## src/rtl/dw_update_gen.sv

```systemverilog
// Purpose: delta-weight generator, dw = -(ETA * (delta * act)) in signed Q6.10, plus a weight-init strobe.
// Latency: start accepted at edge N -> dw_out/select_update valid N+3..N+4; one result per 4 cycles.
// Backpressure: none; start/load_init are sampled only in IDLE and dropped while busy. Option: DW_SAT_EN.
module dw_update_gen #(
  parameter logic signed [15:0] ETA = 16'sh0100
) (
  input  logic               clk,
  input  logic               reset,
  input  logic               start,
  input  logic               load_init,
  input  logic signed [15:0] delta_in,
  input  logic signed [15:0] act_in,
  output logic signed [15:0] dw_out,
  output logic               select_update,
  output logic               select_initial,
  output logic               busy
);

  typedef enum logic [1:0] {
    IDLE = 2'd0,
    MUL1 = 2'd1,
    MUL2 = 2'd2,
    NEG  = 2'd3
  } state_t;

  state_t state;
  state_t state_nxt;

  logic signed [15:0] delta_r;
  logic signed [15:0] act_r;
  logic signed [15:0] p1_r;
  logic signed [15:0] p2_r;
  logic signed [31:0] prod1;
  logic signed [31:0] prod2;
  logic               capture;
  logic               init_pulse;

  // Reduce a Q12.20 product to Q6.10 with floor rounding (arithmetic shift by 10).
  // Saturating build clamps out-of-range values; default build keeps bits [25:10].
  function automatic logic signed [15:0] reduce_q(input logic signed [31:0] p);
    logic signed [31:0] s;
    s = p >>> 10;
`ifdef DW_SAT_EN
    if (s > 32'sd32767) begin
      return 16'sh7FFF;
    end else if (s < -32'sd32768) begin
      return 16'sh8000;
    end else begin
      return s[15:0];
    end
`else
    return s[15:0];
`endif
  endfunction

  // Negate in Q6.10; only the most negative code can overflow.
  function automatic logic signed [15:0] neg_q(input logic signed [15:0] v);
`ifdef DW_SAT_EN
    if (v == 16'sh8000) begin
      return 16'sh7FFF;
    end else begin
      return -v;
    end
`else
    return -v;
`endif
  endfunction

  // Full-width signed products feeding the two multiply stages.
  assign prod1 = 32'(delta_r) * 32'(act_r);
  assign prod2 = 32'(ETA) * 32'(p1_r);
  assign busy  = (state != IDLE);

  // State register.
  always_ff @(posedge clk or posedge reset) begin
    if (reset) begin
      state <= IDLE;
    end else begin
      state <= state_nxt;
    end
  end

  // Next-state logic; load_init has priority over start, both only seen in IDLE.
  always_comb begin
    state_nxt  = state;
    capture    = 1'b0;
    init_pulse = 1'b0;
    case (state)
      IDLE: begin
        if (load_init) begin
          init_pulse = 1'b1;
        end else if (start) begin
          capture   = 1'b1;
          state_nxt = MUL1;
        end
      end
      MUL1:    state_nxt = MUL2;
      MUL2:    state_nxt = NEG;
      NEG:     state_nxt = IDLE;
      default: state_nxt = IDLE;
    endcase
  end

  // Datapath: operand capture, two reduce stages, registered negated result and strobes.
  always_ff @(posedge clk or posedge reset) begin
    if (reset) begin
      delta_r        <= '0;
      act_r          <= '0;
      p1_r           <= '0;
      p2_r           <= '0;
      dw_out         <= '0;
      select_update  <= 1'b0;
      select_initial <= 1'b0;
    end else begin
      if (capture) begin
        delta_r <= delta_in;
        act_r   <= act_in;
      end
      if (state == MUL1) begin
        p1_r <= reduce_q(prod1);
      end
      if (state == MUL2) begin
        p2_r <= reduce_q(prod2);
      end
      if (state == NEG) begin
        dw_out <= neg_q(p2_r);
      end
      select_update  <= (state == NEG);
      select_initial <= init_pulse;
    end
  end

endmodule

```

## config.mk

```make
export PLATFORM = sky130hd
export DESIGN_NAME = dw_update_gen
export DESIGN_NICKNAME = d
export VERILOG_FILES = /design/src/rtl/dw_update_gen.sv
export SDC_FILE = /design/constraint.sdc
export NUM_CORES = 1
export LEC_CHECK = 0
export ABC_AREA = 0
export CORE_MARGIN = 2
export CORE_UTILIZATION = 52
export DETAILED_ROUTE_END_ITERATION = 8
export HOLD_SLACK_MARGIN = 0.06
export PLACE_DENSITY_LB_ADDON = 0.12
export SLEW_MARGIN = 20
export SYNTH_ARGS = -nofsm -noshare
export SYNTH_HDL_FRONTEND = slang
export SYNTH_SLANG_ARGS = --single-unit
```

## constraint.sdc

```tcl
create_clock -name clk -period 6.8 [get_ports clk]
set_input_delay 1.36 -clock clk [delete_from_list [all_inputs] [get_ports clk]]
set_output_delay 1.36 -clock clk [all_outputs]
set_load 0.02 [all_outputs]
```

Clock distribution:
Bar = 50 um.
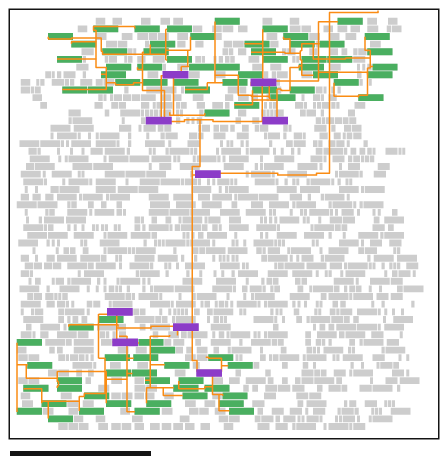
[orange] clock wires | length: 1,270 um
[purple] clock drivers | count: 9
[green] flip-flops | count: 80
routed clock nets	10
flops lie	all over the die
clk_skew: 0.0144 ns

Sequential cells grouped by signal name:
Other sequential cells in the stronger grey, the rest of the logic in the fainter grey.
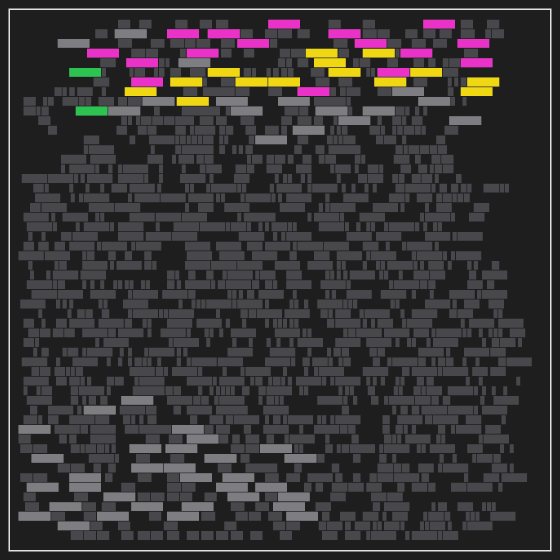
colour	signal	placed flops
green	state	2
yellow	p2_r	14
magenta	dw_out	16
not coloured	48
Flop area: 0.00200 mm^2
sequential share of cell area: 0.160
Core Util, Final: 0.577

Placed cells, one colour a class:
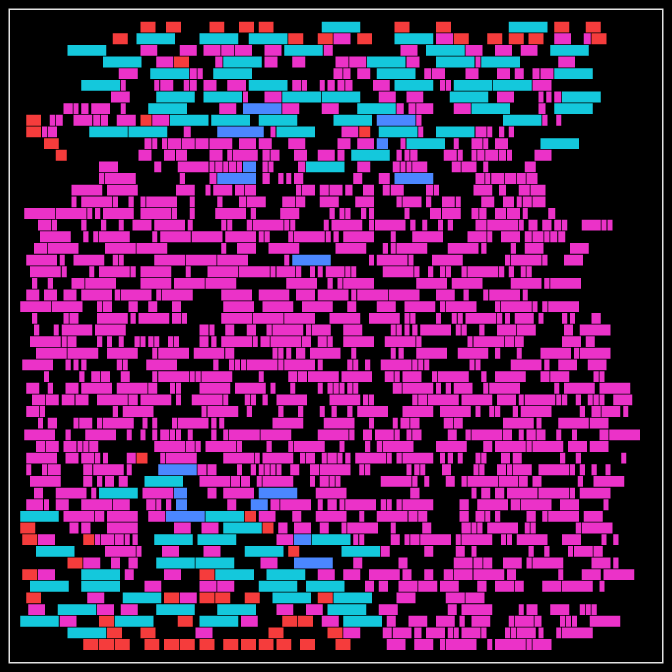
colour	class	cells	share of their area
blue	clock drivers and dummy loads	16	2.6%
red	other buffers and delay cells	62	4.9%
magenta	combinational and other logic	1,039	76%
cyan	flops	80	16%
row cnt: 54
Core ar.: 0.0217 mm^2
finished layout cell area: 0.0125 mm^2

Logic cells by family:
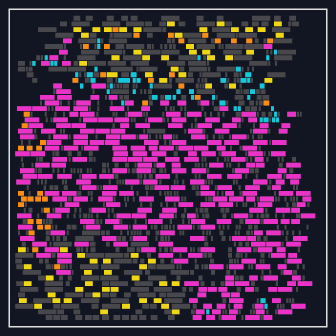
colour	family	cells
magenta	adder and majority cells	286
orange	XOR/XNOR gates	40
yellow	multiplexers	66
cyan	inverting AOI/OAI gates	50

==> ci_impl_report.md <==
## PnR job results

| Metric | Value |
|---|---|
| Synth Seq Share | 0.175 |
| Die W | 152 um |
| Gr ovfl total | 0 |
| Die height | 152 um |
| Worst slew pin tran | 0.791 ns |
| Cts hold-fix bufs | 0 |
| DR iter-0 viols | 277 |
| Inserted Clock Buffers | 9 |
| Leading area contributor after synthesis | fa_1 |
| Synthesis-to-layout area growth | 9.50% |
| DRC Markers | 0 |
| Die area | 0.0232 mm^2 |
| Met1 GRT Util | 0.295 |
| Area share, top type | 0.364 |
| Worst Path Arrival | 6.46 ns |
| Total Routing Usage GR | 0.231 |
| Met3 Use GR | 0.0239 |
| ANT nets after route | 0 |
| Top-count cell post-synth | inv_1 |
| Clk slew on worst S/H paths | 0.07 ns |
| Hold Path Depth | 2 |
| Setup bufs post-CTS | 0 |
| Final WL | 24.3 mm |
| Latency at later pin | 0.35 ns |
| WL/cell | 16.5 um |
| Post-CTS sizing | 0 |
| Unrepaired setup endpoints after global routing | no |
| Post-Layout Cell Count | 1,477 |
| Clk sinks | 80 |
| Cell Area, Placed | 0.0122 mm^2 |
| Post-layout period usage | 0.916 |
| Gr busiest metal | met2 |
| Max_slew headroom | 0.473 |
| Final hold vios | 0 |
| Top_reg_cell synth | dfrtp_1 |
| Placed cell count | 1,461 |
| Maxcap violations | 0 |
| Mapped Area | 0.0114 mm^2 |
| Min cycle time layout | 6.23 ns |
| Vias per cell | 5.22 |
| Share of cells above drive strength 1 | 0.0777 |
| Total tool warning count | 30 |
| DR vias | 7,706 |
| Cells after synthesis | 1,164 |
| Synth cell count leaders | 257 x inv_1, 208 x fa_1, 140 x nand2_1 |
| Post-synth ARST share | 1.00 |
| Setup tns final | 0 ns |
| Reg2reg path depth | 18 |
| Final setup viols | 0 |
| Outcome | finished clean |
| Floorplan core density | 0.527 |
| First drt pass iteration count | 4 |
| First-pass GRT wire length | 42.7 mm |
| YS chip area | 0.0114 mm^2 |
| PortBufs | 54 |
| Mapped Avg Cell Area | 9.82 um^2 |
| Kind of critical path | reg -> reg |
| TritonCTS clock tree | done |
| Place WS | 0.557 ns |
| F_max | 161 MHz |
| Synth Warn # | 0 |
| Mapped Nets | 1,486 |
| Nets@finish | 1,514 |
| Crit path max fanout | 17 |
| CP Capture Type | flip-flop |
| Top-level port count | 55 |
| Initial antenna violation count | 0 |
| Top cells, area | fa_1 36%, dfrtp_1 18%, ha_1 8.5% |
| Htree depth | 3 |
| Yosys stat cell total | 1,164 |
| Ys flops | 80 |
| Setup WS post-layout | 0.573 ns |
| Worst Setup Start Kind | flip-flop |
| Vias in the first global route | 8,565 |
| Largest net degree at the start of global routing | 55 |
| Worst min path class | reg -> reg |
| Clock Path Buffers | 2 |
| Diode count | 0 |
| Worst Path Required | 7.04 ns |
| Hpwl dp | 19.3 mm |
| Post-synth EDFFs | 0 |
| Fin. max-slew vios | 0 |
| GPL Wtd Cong | 0.836 |
| Cell Type Count | 52 |
| CTS root buf | clkbuf_16 |
| Met2 Resource Use GR | 0.415 |
cells by family after synthesis:
family,Yosys count,synth area share
mux,66,0.0652
fa+ha+maj,286,0.450
simple gates,325,0.141
compound gates,64,0.0376
flops,80,0.175
xor+xnor,40,0.0307
buf+inv,303,0.100
worst max-delay path, cell delays in order (launching register included):
cell	delay [ns]
dfrtp_1	0.83
nand2_1	0.18
fa_1	0.56
inv_1	0.05
fa_1	0.51
fa_1	0.58
fa_1	0.43
fa_1	0.50
inv_1	0.05
fa_1	0.47
inv_1	0.04
ha_1	0.37
a21o_1	0.24
a21oi_2	0.13
nor2b_1	0.07
o41a_1	0.35
a211o_1	0.35
xor2_1	0.15
mux2_4	0.26
layout make-up:
class / instances / area (um^2)
tap: 280 / 350
fill: 1894 / 9180
multi-input combinational: 781 / 8280
timing repair buffer: 62 / 601
inverter: 258 / 970
clock inverter: 7 / 85.1
clock buffer: 9 / 225
sequential: 80 / 2000
path summary, 6_finish.rpt:
| path | end | slack [ns] | from |
|---|---|---|---|
| max | p1_r[13] | 0.57 | act_r[7] |
| min | p2_r[0] | 0.49 | p1_r[2] |
| max reg2reg | p1_r[13] | 0.57 | act_r[7] |
| min reg2reg | p2_r[0] | 0.49 | p1_r[2] |
| max in group asynchronous | delta_r[1] | 4.38 | reset |
| min in group asynchronous | dw_out[0] | 1.32 | reset |
routing by layer:
layer | up-vias | routed length [um] | share of wire
met2 | 144 | 12500 | 0.51
li1 | 3546 | - | -
met4 | 0 | 657 | 0.027
met1 | 3984 | 10400 | 0.43
met5 | - | 0 | 0
met3 | 32 | 851 | 0.035
state kept, by name, summed over array words and instances, names as in the netlist:
| name | count |
|---|---|
| select_update | 1 |
| p2_r | 14 |
| state | 2 |
| act_r | 16 |
| delta_r | 16 |
| dw_out | 16 |
| p1_r | 14 |
| select_initial | 1 |
stage by stage:
stage,utilization,hold slack (ns)
floorplan,-,0.443
global placement,0.562,0.471
detailed placement,0.562,0.480
CTS,0.577,0.495
global route,0.577,0.525
finish,0.577,0.487
placed cells by master (no fill, tap or decap), drive strengths merged, types with 9 or more instances in the layout:
cell type and count:
a21oi 18, nand2 140, clkdlybuf4s50 54, dfrtp 80, mux2 64, o21ai 15, fa 208, nor2 29
and2 117, inv 260, clkbuf 9, xnor2 33, ha 78
